Figure 1. Cell area per tile.
(4 px per um) 11 x 7 tiles, from dark blue (low) to red (high), 0 to 100% covered.
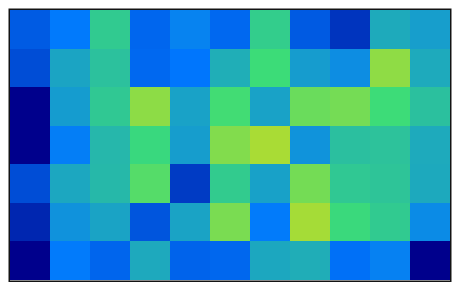
Figure 2. Track usage over the die.
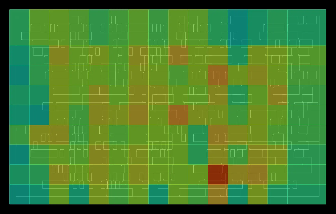
Figure 3. I/O nets highlighted.
(3 px per um)
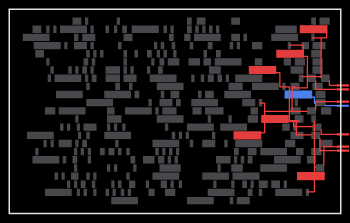
Figure 4. Clock wires, drivers and flops.
(4 px per um)
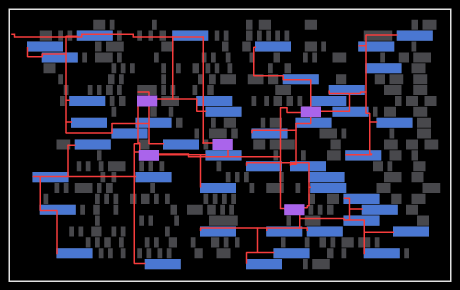
Figure 5. Metal 3.
(6 px per um) Cells faint in the background.
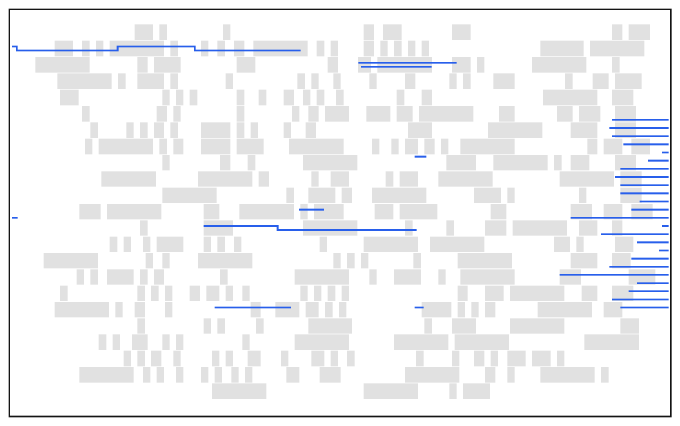
==> config.mk <==
export PLATFORM = sky130hd
export DESIGN_NAME = key_conditioner
export DESIGN_NICKNAME = d
export VERILOG_FILES = /design/src/rtl/key_conditioner.sv
export SDC_FILE = /design/constraint.sdc
export NUM_CORES = 1
export LEC_CHECK = 0
export ABC_AREA = 1
export CAP_MARGIN = 10
export CELL_PAD_IN_SITES_DETAIL_PLACEMENT = 1
export CELL_PAD_IN_SITES_GLOBAL_PLACEMENT = 2
export CORE_ASPECT_RATIO = 0.6
export CORE_MARGIN = 2
export CORE_UTILIZATION = 32
export DETAILED_ROUTE_END_ITERATION = 6
export GPL_TIMING_DRIVEN = 1
export PLACE_DENSITY_LB_ADDON = 0.1
export SYNTH_ARGS = -nofsm -noshare
export SYNTH_HDL_FRONTEND = slang
export SYNTH_SLANG_ARGS = --single-unit
export TNS_END_PERCENT = 20
==> constraint.sdc <==
create_clock -name bb_clk_in -period 1.7 [get_ports bb_clk_in]
set_input_delay 0.34 -clock bb_clk_in [delete_from_list [all_inputs] [get_ports bb_clk_in]]
set_output_delay 0.34 -clock bb_clk_in [all_outputs]
set_load 0.03 [all_outputs]
==> results.txt <==
Figures from the flow reports.

Run status:
- The flow ran to the end, and the final reports show no timing, DRC or antenna violations.

Yosys:
- Counting the warning lines in the Yosys log gives 0.
- The run gives the synthesized chip area reported by yosys as 2160 um2.
- The run gives the library cell with the highest instance count after synthesis as sky130_fd_sc_hd__nand2_1.
- Counting every net in the synthesized netlist gives 269.
- The biggest area contributor in the post-synthesis netlist is sky130_fd_sc_hd__dfrtp_1.
- Summing every instance area after synthesis gives 2160 um2.
- The run gives the mean area per synthesized cell as 8.81 um2.
- The commonest cells after synthesis are 65 x sky130_fd_sc_hd__nand2_1, 45 x sky130_fd_sc_hd__dfrtp_1, 32 x sky130_fd_sc_hd__nor2_1.
- The run puts the number of storage elements in the synthesis netlist at 45.
- The post-synth count of flops with an enable pin is 0.
- The run puts the cell count after synthesis at 245.
- Of the total synthesized cell area, the portion taken by AND-OR and OR-AND cells is 0.0701.
- Of the post-synthesis cell area, the dominant cell type holds 0.522.
- For reference, the mux area share after synthesis is 0.
- The run gives the number of distinct library cells after synthesis as 24.
- The share of the Yosys chip area taken by registers is 0.522.
- Per the synthesis report, the simple-gate share of the synthesized area is 0.272.
- The run gives the dominant synthesized flop cell as sky130_fd_sc_hd__dfrtp_1.
- The synthesis report lists the most area-consuming cells as sky130_fd_sc_hd__dfrtp_1 52%, sky130_fd_sc_hd__nand2_1 11%, sky130_fd_sc_hd__nor2_1 5.6%.
- The run gives the area fraction in xor and xnor cells as 0.0325.

Layout:
- The run puts the fraction of final layout cells sized beyond drive strength 1 at 0.0947.
- The run gives the top logic cell by instance count in the layout as sky130_fd_sc_hd__nand2_1.
- The run puts the area growth from synthesis to layout at 24.7%.
- 0 antenna diodes ended up in the layout.
- For this run, the post-layout net count is 309.
- The run gives the count of filler cells inserted in the layout as 786.
- The run puts the flip-flop count of the largest register, all copies and words added at 18.
- The library cells used most frequently in the layout, excluding fill and tap cells, are 65 x sky130_fd_sc_hd__nand2_1, 45 x sky130_fd_sc_hd__dfrtp_1, 32 x sky130_fd_sc_hd__nor2_1, 30 x sky130_fd_sc_hd__inv_1, 15 x sky130_fd_sc_hd__clkdlybuf4s50_1.

Power and ir drop:
- The run puts the power consumed by sequential cells at 0.00111 W.
- The run puts the fraction of power spent switching nets at 0.229.
- The run gives the leakage power as 1.44 nW.
- The run gives the proportion of power drawn by flip-flops and latches as 0.583.
- The run puts the cell area power density at 706 nW/um2.
- The run puts the part of the power in combinational logic at 0.056.
- The run puts the maximum ir drop on the vdd rail at 290 uV.
- The run gives the cell-internal power as 0.00146 W.
- Ranked by power, first place goes to sequential cells.
- The run puts the combinational power at 0.000106 W.

Setup path:
- The run gives the cell with the largest stage delay on the worst path as sky130_fd_sc_hd__clkdlybuf4s50_1.
- Data on the critical path is required at its endpoint by 1.36 ns.
- The run gives the reg-to-reg setup timing slack as 0.19 ns.
- The timing report notes that buffer and inverter cells on the critical path total 1.
- The run puts the worst path arrival time at 1.28 ns.
- The run gives the sort of element at the start of the critical path as a flip-flop.
- The run puts the number of cell instances on the worst register-to-register path at 9.
- The run gives the family of cells with the greatest summed delay on the critical path as buffers and inverters.
- The run gives the largest stage delay on the critical path as 0.66 ns.
- Per STA, the worst path is made up of clkdlybuf4s50_1.
- The run gives the critical path capture point type as an output port.

Final timing:
- Summed over all failing endpoints, the final setup total negative slack is 0 ns.
- The run puts the smallest hold slack at 0.355 ns.
- In this run the tightest slew margin relative to its limit is 0.764.
- At the pin with the least slew margin, the transition time is 0.354 ns.
- Setup repair after global routing left no endpoint under its margin.
- The run puts the number of hold-slack violations in the final timing report at 0.
- The final max-slew violation count recorded for this run is 0.
- The run puts the part of the cycle the worst path needs at 0.956.

CTS:
- Looking at the worst setup and hold paths, the clock pins of their registers show a slew of 0.09 ns.
- TritonCTS created 5 clock buffers.
- Per the CTS log, the root buffer master is sky130_fd_sc_hd__clkbuf_8.
- The run puts the maximum level of the CTS H-tree at 2.
- TritonCTS built the clock tree.
- The run gives the CTS sink count as 45.
- The run gives the number of gates given a new drive strength after cts as 9.
- The longest clock path from root to sink contains 2 buffers.
- Buffers inserted to repair hold after CTS numbered 1.
- The number of setup buffers added after CTS is 0.

Route:
- The run puts the routed length on met2 at 1870 um.
- The run puts the DRC violation count after routing at 0.
- The run gives the violation count after the first detailed-route iteration as 44.
- The run puts the count of nets left with antenna violations after detail routing at 0.
- The routed design shows a via density per instance of 4.54.
- The run gives the detailed-routed wire length on met3 as 310 um.
- The detailed router put a total of 2870 um of wire on met1.
- The run gives the number of optimization iterations in the first detailed-route pass as 4.
- The run gives the top metal layer carrying routed signals as met4.

Flow run:
- The run gives the count of warning messages emitted by the tools as 28.

Worst hold path:
- Checking hold timing, the worst path is listed with class flip-flop to flip-flop.
- The report gives the cell count of the worst hold path as 0.

Global routing:
- The number of antenna violations at the first check in global routing was 0.
- The via count of the first global-routing pass came to 1611.
- The run gives the busiest layer in global routing as met1.
- The run puts the total congestion overflow at 0.
- met1 track demand over resource after global routing is 0.239.
- For this run, global-route usage on met2 was measured as 0.195.
- Entering global routing, the biggest net connects 34 pins.

Placement:
- The final weighted congestion recorded by global placement is 0.732.
- In the placement report, post-DP HPWL is listed as 3920 um.

Die:
- After floorplanning, the core was divided into 23 placement rows.
- The run puts the height of the die at 67.6 um.
- The run gives the width of the die as 110 um.
About Figure 1:
- emptiest ninth of the die: bottom left
- fullest tile: 64%
- mean over tiles: 35%
- nearly empty tiles: 5.2%
pre-placement core utilization: 0.328
Std-Cell Core Area: 6590 um2
Util after Layout: 0.408

About Figure 2:
global-route met3 utilization: 0.0396
WL/cell: 13.7 um
gr usage total: 0.151

About Figure 3:
- irq: blue (bits 1; direction output; end cells 1; buffers 1; wire 8.10 um)
- evt_status: red (bits 6; direction output; end cells 6; buffers 6; wire 216 um)
port buffer count: 30
num ports: 31

About Figure 4:
- flip-flops: blue (count 45)
- clock wires: red (length 662 um)
- clock-net drivers: purple (count 5)
- routed clock nets: 6
- flops lie: widely spread
worst-skew pair later-pin latency: 0.30 ns
clock distribution power: 0.000687 W
share of total power in the clock network: 0.362
worst setup skew after layout: 0.00651 ns

About Figure 5:
- nets with wire on the layer: 30
- share of all routed wire: 6.1%
- longest straight run: 23.0 um
final routed wirelength across all metal layers: 5100 um
via total after detailed routing: 1688

per-stage QoR:
step | power [W] | cell area [um2] | instances | setup WS, ns
after global routing | 0.00200 | 2690 | 372 | 0.0302
after CTS | 0.00194 | 2680 | 372 | 0.0127
final | 0.00190 | 2690 | 372 | 0.0751
after detailed placement | 0.00124 | 2590 | 364 | 0.187
after global placement | 0.00123 | 2590 | 364 | 0.177
after floorplan | 0.00116 | 2160 | 245 | 0.369
area by class of cell:
cell class                 count  area (um2)  share of cell area
inverter                      33         124              0.0460
timing repair buffer          33         334               0.124
clock inverter                 1        7.51             0.00279
tap                           87         109              0.0404
multi-input combinational    167         908               0.338
sequential                    45        1130               0.418
clock buffer                   6        82.6              0.0307
Power and IR drop assume default switching activity.
